run_1/clock_wires.png
Drawn at 10 px/um.
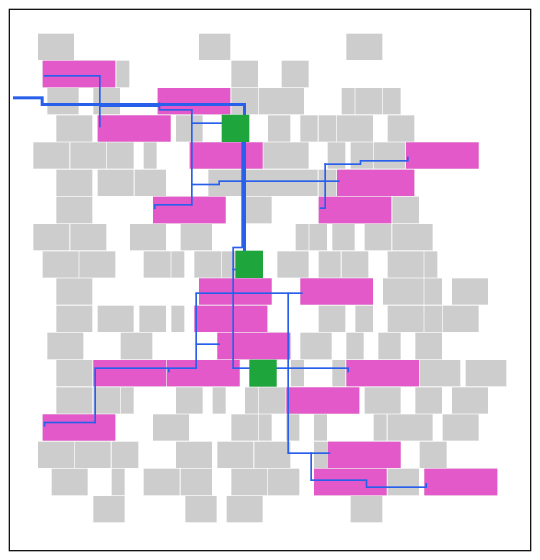
run_1/layers.png
Drawn at 4 px/um.
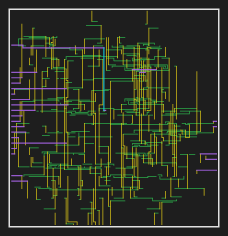
run_1/clock_nets.png
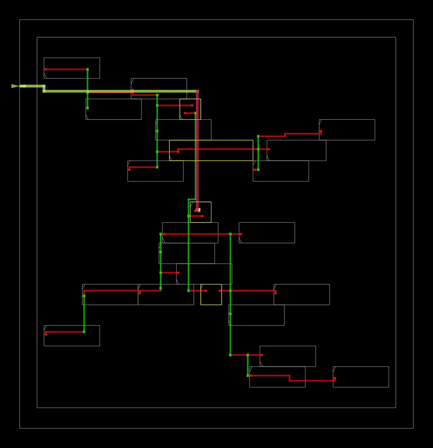
run_1/m3.png
Drawn at 10 px/um.
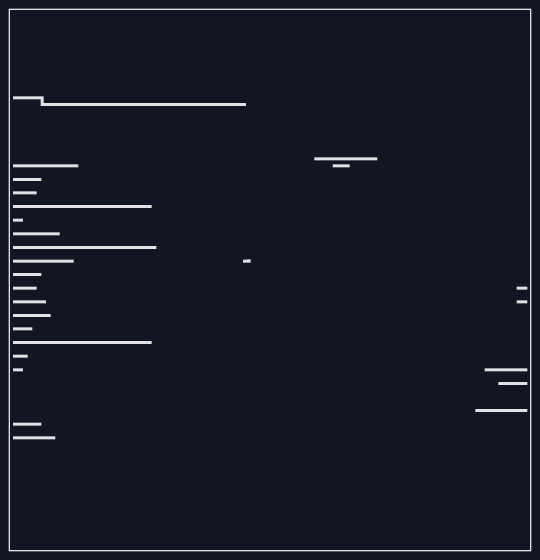
`config.mk`:
```
export PLATFORM = sky130hd
export DESIGN_NAME = uart_tx_arbiter
export DESIGN_NICKNAME = d
export VERILOG_FILES = /design/src/rtl/uart_tx_arbiter.sv
export SDC_FILE = /design/constraint.sdc
export NUM_CORES = 1
export LEC_CHECK = 0
export CAP_MARGIN = 20
export CORE_AREA = 2 2 50 52
export DETAILED_ROUTE_END_ITERATION = 10
export DIE_AREA = 0 0 52 54
export GPL_TIMING_DRIVEN = 1
export HOLD_SLACK_MARGIN = 0.15
export PLACE_DENSITY_LB_ADDON = 0.12
export SLEW_MARGIN = 10
export SYNTH_ARGS = -nofsm -noshare
export SYNTH_HDL_FRONTEND = slang
export SYNTH_SLANG_ARGS = --single-unit
```
`constraint.sdc`:
```
create_clock -name clk -period 1.6 [get_ports clk]
set_input_delay 0.4 -clock clk [delete_from_list [all_inputs] [get_ports clk]]
set_output_delay 0.4 -clock clk [all_outputs]
set_load 0.03 [all_outputs]
```
`src/rtl/uart_tx_arbiter.sv`:
```
// Message-atomic round-robin arbiter sharing one uart_buffer write port, pacing data_strobe on baud_x1.
// Optional HOLD watchdog with timeout_pulse output: define UART_ARB_WATCHDOG_EN.
module uart_tx_arbiter #(
  parameter int NUM_REQ = 2,
  parameter int TIMEOUT = 64
) (
  input  logic                 clk,
  input  logic                 reset,
  input  logic                 baud_x1,
  input  logic [NUM_REQ-1:0]   req,
  input  logic [8*NUM_REQ-1:0] req_data,
  input  logic [NUM_REQ-1:0]   req_last,
  output logic [NUM_REQ-1:0]   ack,
  output logic [NUM_REQ-1:0]   grant,
  output logic [7:0]           data,
  output logic                 data_strobe,
`ifdef UART_ARB_WATCHDOG_EN
  output logic                 timeout_pulse,
`endif
  output logic                 busy
);

  localparam int IDX_W = (NUM_REQ > 1) ? $clog2(NUM_REQ) : 1;

  typedef enum logic [2:0] {IDLE, LATCH, STROBE_HI, STROBE_LO, HOLD} state_t;

  state_t           state;
  logic [IDX_W-1:0] ptr;
  logic [IDX_W-1:0] owner;
  logic [IDX_W-1:0] pick;
  logic             pick_vld;
  logic             last_r;
  logic             hi_seen;
`ifdef UART_ARB_WATCHDOG_EN
  logic [15:0]      wd_cnt;
`endif

  function automatic logic [NUM_REQ-1:0] onehot(input logic [IDX_W-1:0] idx);
    onehot      = '0;
    onehot[idx] = 1'b1;
  endfunction

  // Round-robin scan starting just after the previous owner.
  always_comb begin : arb_scan
    int               scan;
    logic [IDX_W-1:0] cand;
    scan     = 0;
    cand     = '0;
    pick     = '0;
    pick_vld = 1'b0;
    for (int k = 1; k <= NUM_REQ; k++) begin
      scan = int'(ptr) + k;
      if (scan >= NUM_REQ) scan = scan - NUM_REQ;
      cand = IDX_W'(scan);
      if (!pick_vld && req[cand]) begin
        pick     = cand;
        pick_vld = 1'b1;
      end
    end
  end

  assign busy = (grant != '0) || (state != IDLE);

  always_ff @(posedge clk) begin
    if (!reset) begin
      state         <= IDLE;
      grant         <= '0;
      ack           <= '0;
      data          <= 8'h00;
      data_strobe   <= 1'b0;
      last_r        <= 1'b0;
      hi_seen       <= 1'b0;
      owner         <= '0;
      ptr           <= IDX_W'(NUM_REQ - 1);
`ifdef UART_ARB_WATCHDOG_EN
      wd_cnt        <= '0;
      timeout_pulse <= 1'b0;
`endif
    end else begin
      ack <= '0;
`ifdef UART_ARB_WATCHDOG_EN
      timeout_pulse <= 1'b0;
`endif
      case (state)
        IDLE: begin
          if (pick_vld) begin
            grant <= onehot(pick);
            owner <= pick;
            state <= LATCH;
          end
        end
        LATCH: begin
          data        <= req_data[8*owner +: 8];
          last_r      <= req_last[owner];
          ack         <= onehot(owner);
          data_strobe <= 1'b1;
          hi_seen     <= 1'b0;
          state       <= STROBE_HI;
        end
        // Two high ticks: one so the buffer samples high, one to cover its write.
        STROBE_HI: begin
          if (baud_x1) begin
            if (hi_seen) begin
              data_strobe <= 1'b0;
              state       <= STROBE_LO;
            end else begin
              hi_seen <= 1'b1;
            end
          end
        end
        STROBE_LO: begin
          if (baud_x1) begin
            if (last_r) begin
              ptr   <= owner;
              grant <= '0;
              state <= IDLE;
            end else begin
`ifdef UART_ARB_WATCHDOG_EN
              wd_cnt <= '0;
`endif
              state <= HOLD;
            end
          end
        end
        HOLD: begin
          if (req[owner]) begin
            state <= LATCH;
`ifdef UART_ARB_WATCHDOG_EN
          end else if (baud_x1) begin
            if (wd_cnt + 16'd1 == 16'(TIMEOUT)) begin
              ptr           <= owner;
              grant         <= '0;
              timeout_pulse <= 1'b1;
              state         <= IDLE;
            end else begin
              wd_cnt <= wd_cnt + 16'd1;
            end
`endif
          end
        end
        default: state <= IDLE;
      endcase
    end
  end

endmodule

```
==> Flow_metrics.wiki, run 1 <==
== Metrics ==
{| class="wikitable"
! Metric !! Value
|-
| Outcome || complete, but fails checks
|-
| Violated checks || setup timing
|-
| Worst r2r path cells || 4
|-
| Area added between synthesis and finish || 52.7%
|-
| Wire per inst || 11.7 um
|-
| CTS root buffer || clkbuf_4
|-
| HPWL after detailed placement || 1.55 mm
|-
| Logic pwr share || 34.5%
|-
| Routed via count || 846
|-
| EDFF count, synth || 0
|-
| Cell area after layout || 0.00140 mm2
|-
| Die outline width || 52 um
|-
| First drt pass iteration count || 4
|-
| Source of the critical timing path || state[2]$_SDFFE_PN0P_
|-
| Top cells by instance count after synthesis || dfxtp_1, nor2_1, mux2i_1
|-
| # setup viols final || 1
|-
| Total instance count after detailed placement || 166
|-
| Areal power density over the cells || 1090 mW/mm2
|-
| Initial Util || 39.5%
|-
| Worst Hold Class || flop to flop
|-
| Most frequent logic cell in the layout || clkdlybuf4s50_1
|-
| Repair and plain buffers || 47
|-
| Comb_multi_in || 67
|-
| Tapcell Cnt || 30
|-
| Maximum fanout along the worst path || 2
|-
| Worst Max-Slew Pin Slew || 0.320 ns
|-
| Total routing usage reported by global routing || 16.0%
|-
| Worst Slack Setup Final || -0.277 ns
|-
| Most frequent cell after synthesis || dfxtp_1
|-
| # IOs || 37
|-
| Layout fillers || 221
|-
| Placed cell area || 0.00136 mm2
|-
| Final global-route overflow total || 0
|-
| Clk_skew || 0.00510 ns
|-
| Mapped Nets || 121
|-
| Origin of the worst min-delay path || data[2]$_SDFFE_PN0P_
|-
| Data arrival time of the critical path || 1.48 ns
|-
| Asr flop ratio synth || 0%
|-
| Number of flip-flops in the largest register || 8
|-
| Ys Warns || 0
|-
| Biggest area consumer among cell classes || combinational gates
|-
| Overall power after layout || 1.52 mW
|}
## Picture notes: clock_wires.png
- flip-flops: magenta (count 20)
- clock wires: blue (length 222 um)
- clock-net drivers: green (count 3)
- routed clock nets: 4

## Picture notes: layers.png
- M4: cyan (wire length 15.6 um)
- M1: green (wire length 857 um)
- M2: yellow (wire length 990 um)
- M3: purple (wire length 128 um)

## Picture notes: clock_nets.png
cts bufs inserted: 3
CTS sink count: 20
FF+latch count: 20

## Picture notes: m3.png
- nets with wire on the layer: 26
- longest straight run: 20.2 um
- main direction: horizontal
- wire length on this layer: 128 um
- share of all routed wire: 6.4%

==> run 1: repair_timing <==
action / 4_1_cts / 5_1_grt
pin swaps: 0 / 0
buffers inserted: 0 / 0
cloned: 0 / 0
gates resized: 21 / 2
setup endpoints to repair: 14 / 3
hold buffers: 0 / 0
==> run 1: worst max-delay path: stages (launching register included) <==
cell	delay, ns
dfxtp_2	0.33
or3_4	0.38
or3_4	0.33
buf_6	0.14
==> run 1: routing by layer <==
metal	GRT usage, %	vias up	routed length, um
met3	4.17	2	128
met2	27.0	28	989
met5	0	-	0
li1	-	438	-
met1	19.0	378	857
met4	7.89	0	15
## Run 2: what changed since run 1
--- a/config.mk
+++ b/config.mk
@@ -12,6 +12,7 @@
 export GPL_TIMING_DRIVEN = 1
 export HOLD_SLACK_MARGIN = 0.15
 export PLACE_DENSITY_LB_ADDON = 0.12
+export SETUP_SLACK_MARGIN = 0.05
 export SLEW_MARGIN = 10
 export SYNTH_ARGS = -nofsm -noshare
 export SYNTH_HDL_FRONTEND = slang
run_2/gates.png
Drawn at 4 px/um.
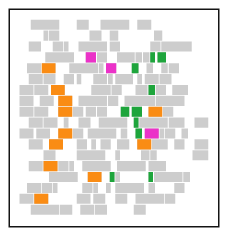
- non-inverting ao/oa cells: magenta (cells 3; most used o21a_1)
- mux cells: orange (cells 11; most used mux2i_1)
- nand cells: green (cells 10; most used nand2_1)

run_2/clock_nets.png
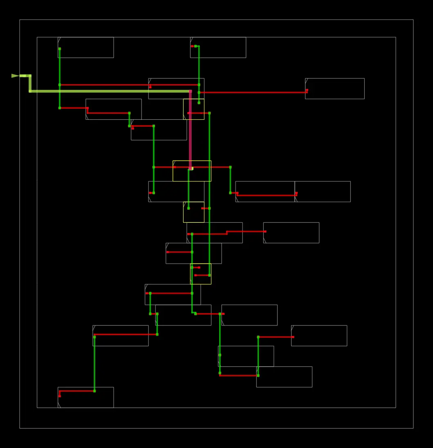
clock latency of the later-clocked register in the worst-skew pair: 0.30 ns
power attributed to the clock group: 0.290 mW
clk_skew: 0.00791 ns
clock buf count: 4

==> run 2 against run 1 <==
- the flow still finishes with violations (setup timing)
- worst setup slack got worse by 0.019 ns
- synthesized cell count did not move
- cell count did not move
- die area did not move
- register-to-register slack barely moved
- first-iteration DRC count fell by 50%
- clock skew rose by 0.0028 ns
- power fell by 7.4%
- combinational power barely moved
- global-route usage fell by 0.16 points
- maximum frequency fell by 0.98%
==> Flow_metrics.wiki, run 2 <==
== Metrics ==
{| class="wikitable"
! Metric !! Value
|-
| Outcome || complete, but fails checks
|-
| Violated checks || setup timing
|-
| Layout fillers || 222 (+0.45%)
|-
| CTS sink count || 20 (unchanged)
|-
| Top cell by count, worst path || or3_4
|-
| Number of flip-flops in the largest register || 8 (unchanged)
|-
| Worst r2r path cells || 4 (unchanged)
|-
| # IOs || 37 (unchanged)
|-
| Most frequent cell after synthesis || dfxtp_1
|-
| Cell area after layout || 0.00138 mm2 (-1.8%)
|-
| Areal power density over the cells || 1030 mW/mm2 (-5.7%)
|-
| Total routing usage reported by global routing || 15.9% (-0.16 points)
|-
| Asr flop ratio synth || 0% (unchanged)
|-
| Worst Slack Setup Final || -0.295 ns (-0.0186 ns)
|-
| Worst path max stage delay || 0.38 ns (about the same)
|-
| # setup viols final || 1 (unchanged)
|-
| Most frequent logic cell in the layout || clkdlybuf4s50_1
|-
| Origin of the worst min-delay path || data[2]$_SDFFE_PN0P_
|-
| Critical path's top delay family || simple AND/OR/NAND/NOR gates
|-
| Total instance count after detailed placement || 166 (unchanged)
|-
| Top cells by instance count after synthesis || dfxtp_1, nor2_1, mux2i_1
|-
| Die outline width || 52 um (unchanged)
|-
| Placed cell area || 0.00136 mm2 (unchanged)
|-
| Maximum fanout along the worst path || 2 (unchanged)
|}
==> run 2: final cells by class <==
| cell class | instances | share of cell area, % |
|---|---|---|
| sequential | 20 | 29.3 |
| multi-input combinational | 67 | 34.2 |
| clock buffer | 4 | 2.64 |
| inverter | 2 | 0.546 |
| timing repair buffer | 47 | 30.6 |
| tap | 30 | 2.73 |
==> run 2: cell families (layout without fill, tap and decap cells) <==
logic type,count (synthesis),after routing,share of synthesized area [%]
AND-OR/OR-AND,23,23,18.1
buffers and inverters,11,53,6.14
flip-flops,20,20,43.7
multiplexers,11,11,12.0
AND/OR/NAND/NOR,33,33,20.1
==> run 2: metal layers <==
metal,GRT usage (%),share of wire (%),up-vias
met1,17.0,43,384
met2,29.5,50,26
met4,7.89,0.49,0
met3,3.33,6.3,2
met5,0,0,-
li1,-,-,439
No activity file was given, so power comes from the tool's default toggle rates.
